--- src/rtl/pipe_pkg.sv ---
// Shared constants and the occupancy helper for the three-stage elastic pipeline.
package pipe_pkg;
    localparam int WIDTH_DEFAULT = 8;
    localparam int NUM_STAGES    = 3;
    localparam int COUNT_W       = $clog2(NUM_STAGES + 1);

    typedef logic [COUNT_W-1:0] occ_t;

    function automatic occ_t occupancy(input logic v1, input logic v2, input logic v3);
        return occ_t'({1'b0, v1}) + occ_t'({1'b0, v2}) + occ_t'({1'b0, v3});
    endfunction
endpackage

--- src/rtl/pipe_stage.sv ---
// One pipeline slot: a valid bit and a data word behind a shared load enable.
module pipe_stage #(
    parameter int WIDTH = 8
) (
    input  logic             clk_i,
    input  logic             rst_ni,
    input  logic             en_i,
    input  logic             valid_i,
    input  logic [WIDTH-1:0] data_i,
    output logic             valid_o,
    output logic [WIDTH-1:0] data_o
);
    logic             valid_q;
    logic [WIDTH-1:0] data_q;

    // The data word only captures real words, so empty slots moving through do not toggle it.
    always_ff @(posedge clk_i) begin
        if (!rst_ni) begin
            valid_q <= 1'b0;
            data_q  <= '0;
        end else if (en_i) begin
            valid_q <= valid_i;
            if (valid_i) begin
                data_q <= data_i;
            end
        end
    end

    assign valid_o = valid_q;
    assign data_o  = data_q;
endmodule

--- src/rtl/pipe_elastic_3.sv ---
// Three-stage elastic pipeline with bubble compression and registered outputs.
module pipe_elastic_3
    import pipe_pkg::*;
#(
    parameter int WIDTH = WIDTH_DEFAULT
) (
    input  logic             clk,
    input  logic             rst_n,
    input  logic             s_valid,
    output logic             s_ready,
    input  logic [WIDTH-1:0] s_data,
    output logic             m_valid,
    input  logic             m_ready,
    output logic [WIDTH-1:0] m_data,
    output logic [1:0]       count
);
    logic             v1, v2, v3;
    logic [WIDTH-1:0] d1, d2, d3;
    logic             adv1, adv2, adv3;
    logic             nv1, nv2, nv3;
    occ_t             count_q, count_d;

    // A stage moves whenever it is empty or the stage after it moves; this is what squeezes out bubbles.
    assign adv3 = !v3 | m_ready;
    assign adv2 = !v2 | adv3;
    assign adv1 = !v1 | adv2;
    assign s_ready = adv1;

    pipe_stage #(.WIDTH(WIDTH)) u_s1 (
        .clk_i   (clk),
        .rst_ni  (rst_n),
        .en_i    (adv1),
        .valid_i (s_valid),
        .data_i  (s_data),
        .valid_o (v1),
        .data_o  (d1)
    );

    pipe_stage #(.WIDTH(WIDTH)) u_s2 (
        .clk_i   (clk),
        .rst_ni  (rst_n),
        .en_i    (adv2),
        .valid_i (v1),
        .data_i  (d1),
        .valid_o (v2),
        .data_o  (d2)
    );

    pipe_stage #(.WIDTH(WIDTH)) u_s3 (
        .clk_i   (clk),
        .rst_ni  (rst_n),
        .en_i    (adv3),
        .valid_i (v2),
        .data_i  (d2),
        .valid_o (v3),
        .data_o  (d3)
    );

    // Occupancy is registered from the next-state valids so it always matches the stage registers.
    always_comb begin
        nv1     = adv1 ? s_valid : v1;
        nv2     = adv2 ? v1 : v2;
        nv3     = adv3 ? v2 : v3;
        count_d = occupancy(nv1, nv2, nv3);
    end

    always_ff @(posedge clk) begin
        if (!rst_n) begin
            count_q <= '0;
        end else begin
            count_q <= count_d;
        end
    end

    assign m_valid = v3;
    assign m_data  = d3;
    assign count   = count_q;
endmodule

--- config.mk ---
export PLATFORM = sky130hd
export DESIGN_NAME = pipe_elastic_3
export DESIGN_NICKNAME = d
export VERILOG_FILES = /design/src/rtl/pipe_pkg.sv /design/src/rtl/pipe_stage.sv /design/src/rtl/pipe_elastic_3.sv
export SDC_FILE = /design/constraint.sdc
export NUM_CORES = 1
export LEC_CHECK = 0
export CAP_MARGIN = 20
export CORE_UTILIZATION = 44
export DETAILED_ROUTE_END_ITERATION = 10
export PLACE_DENSITY = 0.77
export SYNTH_ARGS = -nofsm -noshare
export SYNTH_HDL_FRONTEND = slang
export SYNTH_SLANG_ARGS = --single-unit
--- constraint.sdc ---
create_clock -name clk -period 1.7 [get_ports clk]
set_input_delay 0.51 -clock clk [delete_from_list [all_inputs] [get_ports clk]]
set_output_delay 0.51 -clock clk [all_outputs]
set_load 0.02 [all_outputs]
Fig. 1: routing congestion
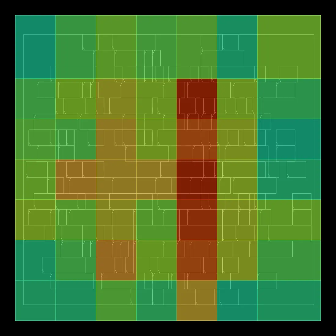
met3 Track Usage GR: 8.70%
met2 track demand over resource: 27.8%
busiest metal layer after global routing: met2

Fig. 2: placement density heat map
The bar under the picture is 20 microns long. 10 x 10 tiles, from black (low) to pale yellow (high), 0 to 100% covered.
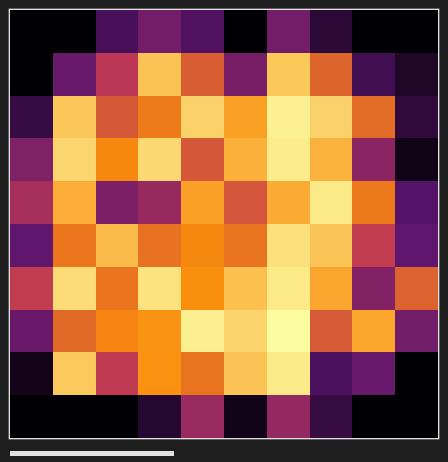
tiles over 75% full: 34%
mean over tiles: 52%
fullest tile: 99%

Fig. 3: signal metal coverage by tile
The bar under the picture is 20 microns long. 10 x 10 tiles, from black (low) to pale yellow (high), scaled to the fullest tile. Values are wire area over tile area, all layers added.
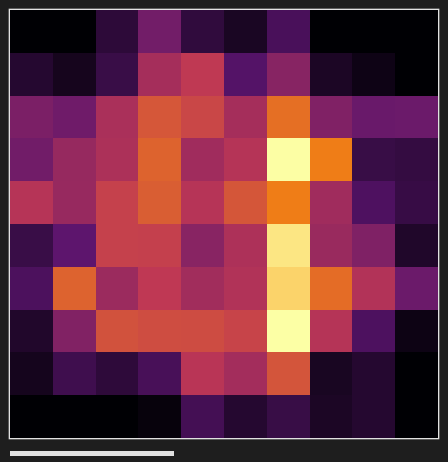
tiles over half the peak: 24%
fullest tile: 0.37
nearly empty tiles: 12%

critical path, stage by stage:
cell and delay, ps:
sky130_fd_sc_hd__dlygate4sd2_1 240, sky130_fd_sc_hd__nand4b_1 190, sky130_fd_sc_hd__buf_2 190
power by group:
part	internal, uW	switching, uW	total (uW)
Clock	165	221	386
Combinational	66.9	63.4	130
Sequential	703	10.3	713
per-stage QoR:
step	util (%)	hold slack, ps
floorplan	-	438
global placement	61.8	451
detailed placement	61.8	460
CTS	63.3	473
global route	63.3	485
finish	63.3	471
layer usage:
layer  wire length, microns  share of wire [%]  global-route usage (%)
met2                    951                 46                    27.8
met1                    983                 48                    24.0
met3                     92                4.5                    8.70
met4                     40                1.9                    9.21
met5                      0                  0                       0
==> impl.org <==
#+TITLE: Synthesis and PnR summary

** Outcome
- The run finished with clean final reports.

** Detailed routing
- Once iteration 0 of detailed routing completed, the report listed 23 DRC markers.
- For this block, the via count after detailed routing is 888.
- ANT nets after route :: 0

** Synthesis
- Top cell area share :: 52.3%
- Per the synthesis report, the number of distinct cell types is 18.
- Number of flip-flops and latches in the synthesized netlist :: 29
- Arithmetic-cell share of the synthesized area counting full adders, half adders and majority gates :: 1.80%
- Before any placement, the netlist area is recorded as 1110 sq um.
- Biggest combinational cell group after synthesis :: simple AND/OR/NAND/NOR gates

** CTS
- H-tree Lvls :: 2
- CTS hold repair buffers :: 0
- Clk buf depth :: 2
- Number of setup buffers added after CTS :: 0
- TritonCTS created 5 clock buffers.
- TritonCTS built the clock tree.

** Final timing
- Slew Viols, Final :: 0
- The worst path meets setup with 61.4 ps of slack.
- Final number of hold-violating endpoints :: 0

** Finish
- Signal buffers share of area :: 20.5%
- After routing the design area is 1450 sq um.
- Summing all flip-flop and latch instances after layout gives 581 sq um.
- Ant. Diodes :: 0
- In the finished design the tool counted flip-flops and latches totalling 29.
- Count of fill cells added during filler insertion :: 201

** Floorplanning
- In the floorplan report the effective utilization is 48.3%.
- Count of pins on the block boundary :: 24
- Cell row count :: 17

** Critical path
- The launch point of the worst register-to-register path is recorded as u_s1.valid_o.
- For reference, the critical path is launched at m_ready.

** Global routing
- Grt total ovfl :: 0

** Pwr
- The power report puts the leakage power at 0.000660 uW.
- Power spread over the standard cell area amounts to 846 nW/um^2.

** Place
- Port Buffer Count :: 23
Power figures rest on the tool's default switching activity, not on a simulated workload.
